--- src/rtl/vga_sync_decoder_if.sv ---
// Bundles the sync inputs and the decoded timing outputs of the VGA sync
// decoder. The video source side (stimulus or loopback) uses the master
// modport; the decoder itself uses the slave modport.
interface vga_sync_decoder_if #(
  parameter int COUNTER_SIZE = 11
);

  logic                    hsync_in;
  logic                    vsync_in;
  logic [COUNTER_SIZE-1:0] pixel_x;
  logic [COUNTER_SIZE-1:0] line_y;
  logic                    active_video;
  logic                    frame_start;
  logic                    locked;
  logic [COUNTER_SIZE-1:0] line_length;
  logic                    sync_error;

  modport master (
    output hsync_in,
    output vsync_in,
    input  pixel_x,
    input  line_y,
    input  active_video,
    input  frame_start,
    input  locked,
    input  line_length,
    input  sync_error
  );

  modport slave (
    input  hsync_in,
    input  vsync_in,
    output pixel_x,
    output line_y,
    output active_video,
    output frame_start,
    output locked,
    output line_length,
    output sync_error
  );

endinterface

--- src/rtl/vga_sync_decoder.sv ---
// VGA sync decoder: synchronises external hsync/vsync, measures the line
// period, locks once the period is stable and regenerates pixel/line
// coordinates plus an active-video window for the locked stream.
module vga_sync_decoder #(
  parameter int COUNTER_SIZE    = 11,
  parameter int SYNC_ACTIVE_LOW = 1,
  parameter int H_ACTIVE_START  = 0,
  parameter int H_ACTIVE        = 1072,
  parameter int V_ACTIVE_START  = 0,
  parameter int V_ACTIVE        = 768,
  parameter int LOCK_LINES      = 4
) (
  input  logic              control_clock,
  input  logic              reset,
  vga_sync_decoder_if.slave bus
);

  localparam int CW = COUNTER_SIZE;
  localparam int MW = $clog2(LOCK_LINES + 1);

  localparam logic [CW-1:0] ALL_ONES    = '1;
  localparam logic [MW-1:0] LOCK_TARGET = MW'(LOCK_LINES);

  // Active window bounds kept one bit wider than the counters so that
  // start+length never overflows.
  localparam logic [CW:0] H_LO  = (CW + 1)'(H_ACTIVE_START);
  localparam logic [CW:0] H_LEN = (CW + 1)'(H_ACTIVE);
  localparam logic [CW:0] V_LO  = (CW + 1)'(V_ACTIVE_START);
  localparam logic [CW:0] V_LEN = (CW + 1)'(V_ACTIVE);

  localparam logic [1:0] ST_SEARCH  = 2'd0;
  localparam logic [1:0] ST_MEASURE = 2'd1;
  localparam logic [1:0] ST_LOCKED  = 2'd2;

  // Raw input level that means "sync not asserted".
  localparam logic DEASSERTED_LEVEL = (SYNC_ACTIVE_LOW != 0) ? 1'b1 : 1'b0;

  // ------------------------------------------------------------------
  // Input path: bit 0 = hsync, bit 1 = vsync
  // ------------------------------------------------------------------
  logic [1:0] sync_raw;
  logic [1:0] sync_edge;

  assign sync_raw = {bus.vsync_in, bus.hsync_in};

  genvar gi;
  generate
    for (gi = 0; gi < 2; gi++) begin : g_sync
      logic s1_q;
      logic s2_q;
      logic s3_q;
      logic s2_asserted;
      logic s3_asserted;

      // Two-flop synchroniser plus one history flop for edge detection.
      always_ff @(posedge control_clock) begin
        if (reset) begin
          s1_q <= DEASSERTED_LEVEL;
          s2_q <= DEASSERTED_LEVEL;
          s3_q <= DEASSERTED_LEVEL;
        end else begin
          s1_q <= sync_raw[gi];
          s2_q <= s1_q;
          s3_q <= s2_q;
        end
      end

      assign s2_asserted   = (SYNC_ACTIVE_LOW != 0) ? ~s2_q : s2_q;
      assign s3_asserted   = (SYNC_ACTIVE_LOW != 0) ? ~s3_q : s3_q;
      assign sync_edge[gi] = s2_asserted & ~s3_asserted;
    end
  endgenerate

  logic h_edge;
  logic v_edge;

  assign h_edge = sync_edge[0];
  assign v_edge = sync_edge[1];

  // ------------------------------------------------------------------
  // State
  // ------------------------------------------------------------------
  logic [1:0]    state_q,        state_d;
  logic [MW-1:0] match_q,        match_d;
  logic [CW:0]   ref_q,          ref_d;
  logic          ref_valid_q,    ref_valid_d;
  logic [CW-1:0] pixel_x_q,      pixel_x_d;
  logic [CW-1:0] line_y_q,       line_y_d;
  logic [CW-1:0] line_length_q,  line_length_d;
  logic          locked_q,       locked_d;
  logic          frame_start_q,  frame_start_d;
  logic          sync_error_q,   sync_error_d;
  logic          active_video_q, active_video_d;

  // Period of the line ending at this h-edge; one bit wider so that an
  // all-ones pixel_x cannot wrap to zero.
  logic [CW:0] period;
  logic        hsync_timeout;

  assign period        = {1'b0, pixel_x_q} + {{CW{1'b0}}, 1'b1};
  assign hsync_timeout = (pixel_x_q == ALL_ONES) && (state_q != ST_SEARCH);

  // Coordinate counters: vsync wins over hsync for line_y, line_y saturates.
  always_comb begin
    if (h_edge) begin
      pixel_x_d = '0;
    end else begin
      pixel_x_d = pixel_x_q + 1'b1;
    end

    line_y_d = line_y_q;
    if (v_edge) begin
      line_y_d = '0;
    end else if (h_edge && (line_y_q != ALL_ONES)) begin
      line_y_d = line_y_q + 1'b1;
    end
  end

  // Lock state machine: search, measure a stable period, track while locked.
  always_comb begin
    state_d       = state_q;
    match_d       = match_q;
    ref_d         = ref_q;
    ref_valid_d   = ref_valid_q;
    line_length_d = line_length_q;
    locked_d      = locked_q;
    frame_start_d = 1'b0;
    sync_error_d  = 1'b0;

    if (hsync_timeout) begin
      // hsync has vanished long enough that the counter saturated.
      state_d      = ST_SEARCH;
      locked_d     = 1'b0;
      match_d      = '0;
      ref_valid_d  = 1'b0;
      sync_error_d = (state_q == ST_LOCKED);
    end else begin
      case (state_q)
        ST_SEARCH: begin
          locked_d = 1'b0;
          match_d  = '0;
          // This first edge only starts a line; what came before it is
          // not a real period, so no reference is taken yet.
          if (h_edge) begin
            state_d     = ST_MEASURE;
            ref_valid_d = 1'b0;
          end
        end

        ST_MEASURE: begin
          if (h_edge) begin
            if (ref_valid_q && (period == ref_q)) begin
              if (match_q < LOCK_TARGET) begin
                match_d = match_q + MW'(1);
              end
            end else begin
              match_d     = MW'(1);
              ref_d       = period;
              ref_valid_d = 1'b1;
            end
          end
          if (v_edge && (match_d >= LOCK_TARGET)) begin
            state_d       = ST_LOCKED;
            locked_d      = 1'b1;
            line_length_d = ref_d[CW-1:0];
            frame_start_d = 1'b1;
          end
        end

        ST_LOCKED: begin
          if (h_edge && (period != {1'b0, line_length_q})) begin
            state_d      = ST_SEARCH;
            locked_d     = 1'b0;
            match_d      = '0;
            ref_valid_d  = 1'b0;
            sync_error_d = 1'b1;
          end else if (v_edge) begin
            frame_start_d = 1'b1;
          end
        end

        default: begin
          state_d     = ST_SEARCH;
          locked_d    = 1'b0;
          match_d     = '0;
          ref_valid_d = 1'b0;
        end
      endcase
    end
  end

  // Active window evaluated on the next-cycle coordinates so the registered
  // flag lines up with the registered pixel_x/line_y it describes.
  logic [CW:0] h_offset;
  logic [CW:0] v_offset;

  always_comb begin
    h_offset       = {1'b0, pixel_x_d} - H_LO;
    v_offset       = {1'b0, line_y_d} - V_LO;
    active_video_d = locked_d && (h_offset < H_LEN) && (v_offset < V_LEN);
  end

  // All decoder registers, cleared synchronously.
  always_ff @(posedge control_clock) begin
    if (reset) begin
      state_q        <= ST_SEARCH;
      match_q        <= '0;
      ref_q          <= '0;
      ref_valid_q    <= 1'b0;
      pixel_x_q      <= '0;
      line_y_q       <= '0;
      line_length_q  <= '0;
      locked_q       <= 1'b0;
      frame_start_q  <= 1'b0;
      sync_error_q   <= 1'b0;
      active_video_q <= 1'b0;
    end else begin
      state_q        <= state_d;
      match_q        <= match_d;
      ref_q          <= ref_d;
      ref_valid_q    <= ref_valid_d;
      pixel_x_q      <= pixel_x_d;
      line_y_q       <= line_y_d;
      line_length_q  <= line_length_d;
      locked_q       <= locked_d;
      frame_start_q  <= frame_start_d;
      sync_error_q   <= sync_error_d;
      active_video_q <= active_video_d;
    end
  end

  assign bus.pixel_x      = pixel_x_q;
  assign bus.line_y       = line_y_q;
  assign bus.line_length  = line_length_q;
  assign bus.locked       = locked_q;
  assign bus.frame_start  = frame_start_q;
  assign bus.sync_error   = sync_error_q;
  assign bus.active_video = active_video_q;

endmodule
--- src/flat_wrapper.sv ---
// flat-port wrapper written by rule: the top's interface ports become plain ports
module vga_sync_decoder_flat 
#(
  parameter int COUNTER_SIZE    = 11,
  parameter int SYNC_ACTIVE_LOW = 1,
  parameter int H_ACTIVE_START  = 0,
  parameter int H_ACTIVE        = 1072,
  parameter int V_ACTIVE_START  = 0,
  parameter int V_ACTIVE        = 768,
  parameter int LOCK_LINES      = 4
)
  (control_clock, reset, bus_hsync_in, bus_vsync_in, bus_pixel_x, bus_line_y, bus_active_video, bus_frame_start, bus_locked, bus_line_length, bus_sync_error);
  vga_sync_decoder_if #(.COUNTER_SIZE(COUNTER_SIZE)) bus_i ();
  input  logic control_clock;
  input  logic reset;
  input wire logic [$bits(bus_i.hsync_in)-1:0] bus_hsync_in;
  input wire logic [$bits(bus_i.vsync_in)-1:0] bus_vsync_in;
  output wire logic [$bits(bus_i.pixel_x)-1:0] bus_pixel_x;
  output wire logic [$bits(bus_i.line_y)-1:0] bus_line_y;
  output wire logic [$bits(bus_i.active_video)-1:0] bus_active_video;
  output wire logic [$bits(bus_i.frame_start)-1:0] bus_frame_start;
  output wire logic [$bits(bus_i.locked)-1:0] bus_locked;
  output wire logic [$bits(bus_i.line_length)-1:0] bus_line_length;
  output wire logic [$bits(bus_i.sync_error)-1:0] bus_sync_error;
  assign bus_i.hsync_in = bus_hsync_in;
  assign bus_i.vsync_in = bus_vsync_in;
  assign bus_pixel_x = bus_i.pixel_x;
  assign bus_line_y = bus_i.line_y;
  assign bus_active_video = bus_i.active_video;
  assign bus_frame_start = bus_i.frame_start;
  assign bus_locked = bus_i.locked;
  assign bus_line_length = bus_i.line_length;
  assign bus_sync_error = bus_i.sync_error;
  vga_sync_decoder #(.COUNTER_SIZE(COUNTER_SIZE), .SYNC_ACTIVE_LOW(SYNC_ACTIVE_LOW), .H_ACTIVE_START(H_ACTIVE_START), .H_ACTIVE(H_ACTIVE), .V_ACTIVE_START(V_ACTIVE_START), .V_ACTIVE(V_ACTIVE), .LOCK_LINES(LOCK_LINES)) u_core (.control_clock(control_clock), .reset(reset), .bus(bus_i));
endmodule
--- config.mk ---
export PLATFORM = sky130hd
export DESIGN_NAME = vga_sync_decoder_flat
export DESIGN_NICKNAME = d
export VERILOG_FILES = /design/src/rtl/vga_sync_decoder_if.sv /design/src/rtl/vga_sync_decoder.sv /design/src/flat_wrapper.sv
export SDC_FILE = /design/constraint.sdc
export NUM_CORES = 1
export LEC_CHECK = 0
export ABC_AREA = 1
export ABC_CLOCK_PERIOD_IN_PS = 4900
export CAP_MARGIN = 20
export CORE_ASPECT_RATIO = 1.4
export CORE_MARGIN = 1.5
export CORE_UTILIZATION = 40
export DETAILED_ROUTE_END_ITERATION = 8
export GPL_TIMING_DRIVEN = 0
export SYNTH_ARGS = -nofsm -noshare
export SYNTH_HDL_FRONTEND = slang
export SYNTH_SLANG_ARGS = --single-unit
--- constraint.sdc ---
create_clock -name control_clock -period 4.9 [get_ports control_clock]
set_clock_uncertainty 0.15 [all_clocks]
set_input_delay 0.49 -clock control_clock [delete_from_list [all_inputs] [get_ports control_clock]]
set_output_delay 0.49 -clock control_clock [all_outputs]
set_load 0.03 [all_outputs]
==> Table 3: Implementation characteristics <==
Physical design parameters

Parameter                              Value

Synthesis
  Netlist Area Pre-Place    0.00336 mm²
  Number of storage elements in the synthesis netlist    61
  Total of warnings raised by yosys    0
  Post-synthesis net count    504
  Post-synthesis chip area from yosys    0.00336 mm²
  Yosys cell count    494
  Ao+oa area frac    0.124
  Basic Gates by Area    0.390
  Part of the Yosys area used for sequential elements    0.363
  Adder Share, Synth    0.0223
  Average instance area after synthesis    6.81 µm²
  Mapped Cells    494
  Post-Synth XOR/XNOR Area    0.0156
  Number of different library cells in the post-synthesis netlist    35

Setup path
  Delay-heaviest family, CP    simple AND/OR/NAND/NOR gates
  Data required time at the worst endpoint    4.94 ns
  CP max stage delay    0.52 ns
  Max FO, Critical Path    10
  Cell at the slowest stage of the critical path    sky130_fd_sc_hd__dfxtp_1
  Nature of the critical path startpoint    flop
  Setup slack of the most critical reg-to-reg path    2.07 ns
  Crit. End Element    flop
  Critical path buffers and inverters    1

Layout
  ANT cells    0
  Highest-count logic cell in the final layout    sky130_fd_sc_hd__nand2_1
  Sequential cell area    0.00122 mm²
  Layout cell share with drive strength beyond 1    0.117
  Commonest non-fill, non-tap cells in the layout    125 x sky130_fd_sc_hd__nand2_1, 61 x sky130_fd_sc_hd__inv_1, 61 x sky130_fd_sc_hd__dfxtp_1
  Area growth, synth to finish    26.1%
  Combined area of the multi-input logic cells    0.00186 mm²

Power
  Total power    0.00137 W
  Worst vdd ir    0.000222 V
  Cell area power density    323 mW/mm²
  Leakage component of the power    1.70 nW

STA
  Headroom to the max-slew limit    0.625
  # setup viols final    0
  Max frequency    354 MHz
  RSZ-0062 raised after global routing    no
  Final hold viol count    0
  Max-slew violations    0
  Worst slew pin tran    0.561 ns
  Final worst-path cycle share    0.577
  Time the final worst path needs with I/O delays and setup    2.83 ns

Floorplan
  Area of the die    0.00897 mm²
  Top-level port count    41
  Horizontal die size    80.5 µm
  Die Height    111 µm

Clock tree
  TritonCTS Buffers    9
  Clk buf depth    2
  CTS tree    done
  Clock-pin slew on the worst setup and hold paths    0.05 ns
  Setup Buffers After CTS    0
  CTS sink cnt    61
  Library cell used as clock root buffer    sky130_fd_sc_hd__clkbuf_16
  H-tree lvl count    3

Route
  Total vias in the final route    3,253
  Mean number of vias per cell    5.00
  Number of routed nets with antenna violations    0
  Router iterations before antenna repair    4
  Routed wire length per instance    13.3 µm
  Number of remaining DRC errors    0
  Initial drt markers    185

GRT
  Wire length of the first global-routing pass    14,100 µm
  GR Overflow Total    0
  Antenna violations before repair    0
  Vias in the first global route    3,038
  Overall routing resource usage    0.208
  Pin count of the biggest net entering global routing    11

Job
  Tool Warnings    28
  Max Cap Violations    0

Place
  Final weighted congestion in routability-driven placement    0.864
  Detailed-placement wirelength estimate    6580 µm
  I/O Buffers    40

Outcome
  Outcome    finished clean

Worst hold path
  Classification of the worst-slack hold path    flop to flop
==> per-stage QoR <==
stage | cells | instance area (µm²) | worst slack, ns | hold slack, ns
2_1_floorplan | 494 | 3360 | 2.34 | 0.239
3_3_place_gp | 636 | 3890 | 2.10 | 0.244
3_5_place_dp | 636 | 3890 | 2.06 | 0.247
4_1_cts | 651 | 4240 | 2.04 | 0.261
5_1_grt | 651 | 4240 | 1.80 | 0.278
6_report | 651 | 4240 | 2.07 | 0.259
==> kinds of logic (layout without fill, tap and decap cells) <==
group	after synthesis	in the layout
and+or+nand+nor	270	270
DFF	61	61
xor gates and xnor gates	6	6
adders and majority gates	6	6
buffers and inverters	76	131
AOI/OAI and AO/OA	75	75
==> sequential cells by signal, indices dropped and copies added, names as in the netlist, 2 cells and up <==
register,cells
u_core.bus.pixel_x,11
u_core.bus.line_length,11
u_core.ref_q,12
u_core.g_sync.s1_q,2
u_core.bus.line_y,11
u_core.state_q,2
u_core.g_sync.s3_q,2
u_core.match_q,3
u_core.g_sync.s2_q,2
==> metal layers <==
metal	GRT usage	routed length, µm
met1	0.219	3570
met2	0.379	4510
met3	0.0402	304
met4	0.103	249
met5	0	0
==> power by group <==
group          total (W)  internal (W)  switching (W)
clock           0.000743      0.000520       0.000223
combinational   0.000110     0.0000338      0.0000763
sequential      0.000513      0.000505     0.00000812
total            0.00137       0.00106       0.000307
==> area by class of cell <==
cell class              count  share of cell area
clock buffers              11              0.0596
clock inverters             4              0.0224
flip-flops and latches     61               0.288
well taps                 102              0.0301
repair buffers             40              0.0945
multi-input cells         357               0.438
inverters                  68              0.0602
plain buffers               8             0.00709
==> cell usage after synthesis (all sizes together) <==
master   instances  area, µm²
xor2             5       43.8
or2              4       25.0
o211ai           1       7.51
clkinv           2       7.51
nand2          144        603
inv             66        248
nor3             5       36.3
o21bai           2       22.5
nand4            5       46.3
nand3           43        248
nand3b           4       33.8
xnor2            1       8.76
clkbuf           8       30.0
a31o             1       8.76
ha               6       75.1
o21a             2       15.0
nor2            64        312
dfxtp           61       1220
a21oi           40        208
o32ai            1       8.76
o21ai           26        130
o2111ai          2       17.5
nor4             1       6.26
==> path summary, 6_finish.rpt <==
path / start / to / cells after the start
setup reg to reg: u_core.bus.pixel_x[0] / u_core.bus.line_length[6] / 9
hold / removal: u_core.g_sync[0].s1_q / u_core.g_sync[0].s2_q / 1
hold reg to reg: u_core.g_sync[0].s1_q / u_core.g_sync[0].s2_q / 1
setup / recovery: u_core.bus.pixel_x[0] / u_core.bus.line_length[6] / 9
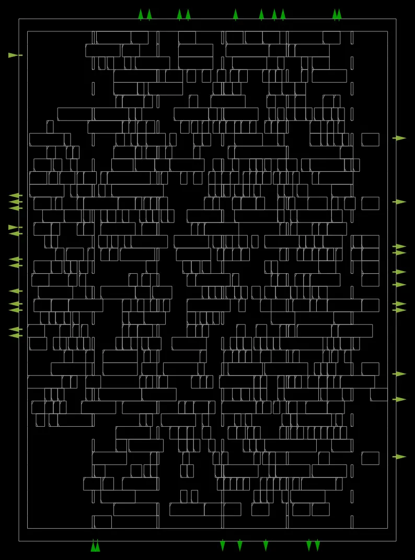
**Above:** placement view.
Layout Utilization: 0.520
FF+latch count: 61
post-layout instance count excluding filler cells: 651
standard-cell row count: 39
FILL cells: 816

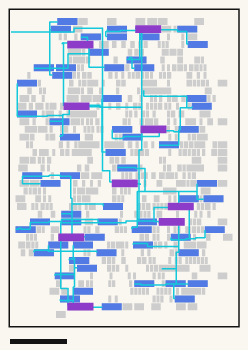
**Above:** routed clock nets over the placement.
The bar under the picture is 20 µm long.
- flip-flops: blue (count 61)
- clock drivers: purple (count 9)
- clock wires: cyan (length 909 µm)
- flops lie: spread over the die
clock network fraction of total power: 0.544
clock network power: 0.000743 W
clock insertion delay at the later pin of the skew report: 0.33 ns

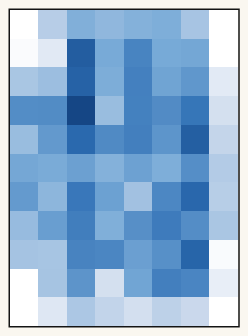
**Above:** local utilization.
8 x 11 tiles, from white (low) to dark blue (high), 0 to 100% covered.
- tiles over 75% full: 8.0%
- fullest tile: 91%
- mean over tiles: 46%
- nearly empty tiles: 6.8%
initial core utilization: 0.413
Core Area: 0.00815 mm²

Power is estimated from default activity; no workload was simulated.
